[src/rtl/bist_session_controller.sv]
// Scan BIST session sequencer: shift/capture windows, serial MISR unload,
// and golden signature compare.
module bist_session_controller #(
  parameter int CHAIN_LEN   = 4,
  parameter int NUM_VECTORS = 32,
  parameter int SIGN_WIDTH  = 16,
  parameter logic [SIGN_WIDTH-1:0] GOLDEN = '0
) (
  input  logic                  CLK,
  input  logic                  RST,
  input  logic                  START,
  input  logic                  SIGN,
  output logic                  CUT_RST,
  output logic                  SE,
  output logic                  BUSY,
  output logic                  DONE,
  output logic                  PASS,
  output logic [SIGN_WIDTH-1:0] SIGN_CAPT
);

  localparam int MAXC = (CHAIN_LEN > SIGN_WIDTH) ? CHAIN_LEN : SIGN_WIDTH;
  localparam int CW   = $clog2(MAXC + 1);
  localparam int VW   = $clog2(NUM_VECTORS + 2);

  typedef enum logic [2:0] {
    S_IDLE,
    S_CUTRST,
    S_SHIFT,
    S_CAPTURE,
    S_UNLOAD,
    S_DONE
  } state_t;

  state_t r_state;
  state_t w_next;

  logic [CW-1:0]         r_cnt;
  logic [VW-1:0]         r_vec;
  logic                  r_cut_rst;
  logic                  r_se;
  logic                  r_busy;
  logic                  r_done;
  logic                  r_pass;
  logic [SIGN_WIDTH-1:0] r_capt;

  logic                  w_sh_last;
  logic                  w_un_last;
  logic                  w_vec_last;
  logic [SIGN_WIDTH-1:0] w_capt;
  logic [SIGN_WIDTH-1:0] w_final;

  assign w_sh_last  = (r_cnt == CW'(CHAIN_LEN - 1));
  assign w_un_last  = (r_cnt == CW'(SIGN_WIDTH - 1));
  assign w_vec_last = (r_vec == VW'(NUM_VECTORS));
  assign w_capt     = r_capt | (SIGN_WIDTH'(SIGN) << r_cnt);
  assign w_final    = (r_state == S_UNLOAD) ? w_capt : r_capt;

  always_ff @(posedge CLK) begin
    if (RST) r_state <= S_IDLE;
    else     r_state <= w_next;
  end

  always_comb begin
    w_next = r_state;
    unique case (r_state)
      S_IDLE:    if (START) w_next = S_CUTRST;
      S_DONE:    if (START) w_next = S_CUTRST;
      S_CUTRST:  w_next = S_SHIFT;
      S_SHIFT:   if (w_sh_last) w_next = S_CAPTURE;
      S_CAPTURE: w_next = w_vec_last ? S_UNLOAD : S_SHIFT;
      S_UNLOAD:  if (w_un_last) w_next = S_DONE;
      default:   w_next = S_IDLE;
    endcase
  end

  // Outputs are decoded from the next state so they line up with it.
  always_ff @(posedge CLK) begin
    if (RST) begin
      r_cnt     <= '0;
      r_vec     <= '0;
      r_cut_rst <= 1'b0;
      r_se      <= 1'b0;
      r_busy    <= 1'b0;
      r_done    <= 1'b0;
      r_pass    <= 1'b0;
      r_capt    <= '0;
    end else begin
      r_cut_rst <= (w_next == S_CUTRST);
      r_se      <= (w_next == S_SHIFT) || (w_next == S_UNLOAD);
      r_busy    <= (w_next == S_CUTRST) || (w_next == S_SHIFT) ||
                   (w_next == S_CAPTURE) || (w_next == S_UNLOAD);
      r_done    <= (w_next == S_DONE);
      r_pass    <= (w_next == S_DONE) && (w_final == GOLDEN);
      case (r_state)
        S_SHIFT:   r_cnt <= w_sh_last ? '0 : r_cnt + CW'(1);
        S_CAPTURE: begin
          r_vec <= r_vec + VW'(1);
          r_cnt <= '0;
        end
        S_UNLOAD:  begin
          r_cnt  <= r_cnt + CW'(1);
          r_capt <= w_capt;
        end
        default: ;
      endcase
      if (w_next == S_CUTRST) begin
        r_cnt  <= '0;
        r_vec  <= '0;
        r_capt <= '0;
      end
    end
  end

  assign CUT_RST   = r_cut_rst;
  assign SE        = r_se;
  assign BUSY      = r_busy;
  assign DONE      = r_done;
  assign PASS      = r_pass;
  assign SIGN_CAPT = r_capt;

endmodule

[config.mk]
export PLATFORM = sky130hd
export DESIGN_NAME = bist_session_controller
export DESIGN_NICKNAME = d
export VERILOG_FILES = /design/src/rtl/bist_session_controller.sv
export SDC_FILE = /design/constraint.sdc
export NUM_CORES = 1
export LEC_CHECK = 0
export CORE_MARGIN = 1
export CORE_UTILIZATION = 40
export DETAILED_ROUTE_END_ITERATION = 8
export HOLD_SLACK_MARGIN = 0.03
export PLACE_DENSITY_LB_ADDON = 0.25
export SLEW_MARGIN = 25
export SYNTH_ARGS = -nofsm -noshare
export SYNTH_HDL_FRONTEND = slang
export SYNTH_SLANG_ARGS = --single-unit
[constraint.sdc]
create_clock -name CLK -period 1.9 [get_ports CLK]
set_clock_uncertainty 0.1 [all_clocks]
set_input_delay 0.38 -clock CLK [delete_from_list [all_inputs] [get_ports CLK]]
set_output_delay 0.38 -clock CLK [all_outputs]
set_load 0.01 [all_outputs]
==> results.cfg <==
; physical design summary
[outcome]
status = completed

[timing]
period_needed_ns = 1.85
fin_hold_ws_ns = 0.394

[logic_synthesis]
ys_warn_count = 0
top_cell_area_share = 0.457
yosys_cells = 177
postSynthSeqShare = 0.457
yosysTopAreaCell = dfxtp_1
ys_area_um2 = 1530

[worst_setup_path]
slowest_delay_ns = 0.48
worstPathArrival_ns = 1.95
path_buffers = 0

[final_layout]
diodes = 0
num-fill-cells = 355

[power_and_ir_drop]
power.total_uw = 1460
swShare = 0.230
ir_drop_uv = 419

[place]
gp_congestion = 0.777

[detailed_routing]
dr.pass1.iters = 4
ant_nets = 0

[worst_hold_path]
holdPathStages = 2

[floorplanning]
core_um2 = 3660

[global_routing]
antenna_found_initial = 0

[cts]
clk_latency_ns = 0.29
postCtsSetupBuffers = 0
worst reg2reg max path, cell delays in order (launching register included):
cell,delay [ns]
dfxtp_1,0.34
ha_2,0.19
or4b_4,0.48
o32a_4,0.40
nor4_4,0.26
worst paths after layout:
kind                               start       end  slack [ns]
worst min register to register  r_vec[1]  r_vec[1]        0.39
worst min-delay path            r_vec[1]  r_vec[1]        0.39
worst max register to register  r_cnt[1]      PASS        0.05
worst max-delay path            r_cnt[1]      PASS        0.05
per-layer routing:
metal  vias up  track usage  routed length, µm
li1        697            -                  -
met1       654        0.229               1650
met2        36        0.351               1880
met4         0       0.0852                 56
met5         -            0                  0
met3         5       0.0625                151
repair_timing:
action / CTS / global route
hold buffers: 0 / 0
gates resized: 0 / 3
endpoints found under the setup margin: 0 / 2
kinds of logic after synthesis:
group,Yosys count
compound gates,41
flops,35
xor+xnor,6
buf+inv,18
mux,2
simple gates,71
fa+ha+maj,4
cells in the final DEF (no fill, tap or decap), types with 2 or more instances in the layout:
master,synthesis,layout
nor2_1,26,26
o21ai_0,5,5
buf_4,0,14
a221oi_1,2,2
or3_1,2,2
a31oi_1,5,5
xnor2_1,5,5
nor3_1,4,4
nand2_1,8,8
inv_1,6,6
nand3_1,5,5
nor4_1,10,10
nor2b_1,4,4
nand4_1,2,2
mux2i_1,2,2
clkbuf_8,0,7
nand2b_1,2,2
dfxtp_1,35,34
clkdlybuf4s50_1,0,24
a21oi_1,21,21
ha_1,4,3
area by class of cell:
class	instances	area, µm²	area share
Inverter	6	22.5	0.0112
Tap cell	48	60.1	0.0297
Clock buffer	7	96.3	0.0477
Multi-Input combinational cell	124	766	0.379
Timing Repair Buffer	39	365	0.181
Sequential cell	35	702	0.348
Clock inverter	1	7.51	0.00372
flip-flops by register name, summed over array words and instances (netlist names):
name / count
SIGN_CAPT: 16
DONE: 1
BUSY: 1
r_vec: 6
CUT_RST: 1
r_cnt: 5
r_state: 3
PASS: 1
SE: 1
power by group through the flow:
stage	combinational, µW	clock (µW)	sequential (µW)
6_report	117	593	747
5_1_grt	128	652	747
4_1_cts	115	611	747
3_5_place_dp	114	0	764
3_3_place_gp	113	0	763
2_1_floorplan	69.4	0	766
metrics by stage:
step / worst slack, ns / setup TNS [ns] / util / area (µm²) / cells
floorplan: 0.0576 / 0 / - / 1530 / 177
global placement: 0.0785 / 0 / 0.520 / 1900 / 252
detailed placement: 0.0180 / 0 / 0.520 / 1900 / 252
CTS: 0.0202 / 0 / 0.548 / 2010 / 260
global route: -0.0290 / -0.0568 / 0.552 / 2020 / 260
finish: 0.0519 / 0 / 0.552 / 2020 / 260
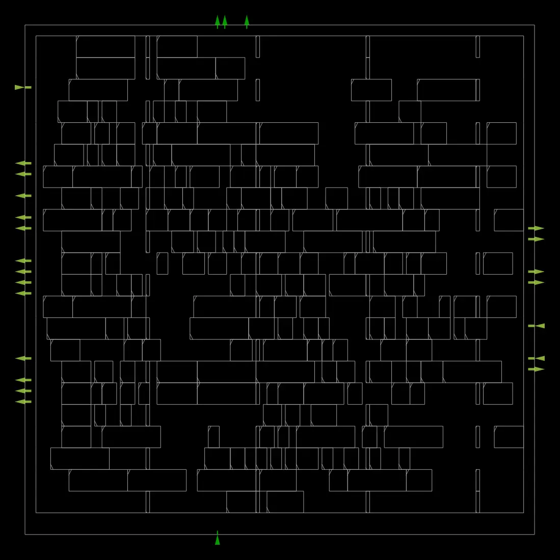
*Placed standard cells*
flop share of the area: 0.348
site row count: 22
Well Taps: 48
non-filler cells, final: 260

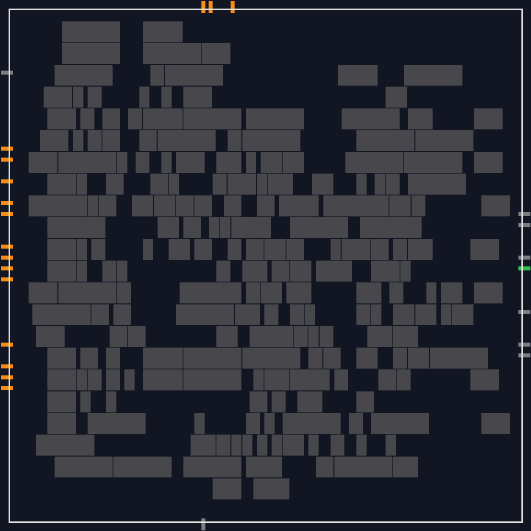
*Pin placement*
Drawn at 8 px/µm. Pins as bars across the die edge, other pins in grey.
| colour | port | pins | direction | edge |
|---|---|---|---|---|
| green | SE | 1 | output | right |
| orange | SIGN_CAPT | 16 | output | 13 left, 3 top |
Die Ht: 63.9 µm
Port Buf Inserts: 24
DIE WIDTH: 63.9 µm

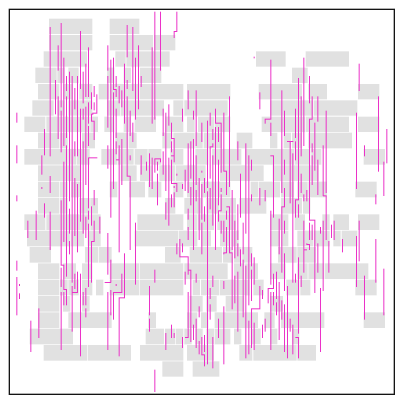
*Metal 2*
Drawn at 6 px/µm.
nets with wire on the layer: 197
wire length on this layer: 1880 µm
wirelength, routed: 3.74 mm
via count: 1392
GRT met2 Usage: 0.351

Power and IR drop assume default switching activity.
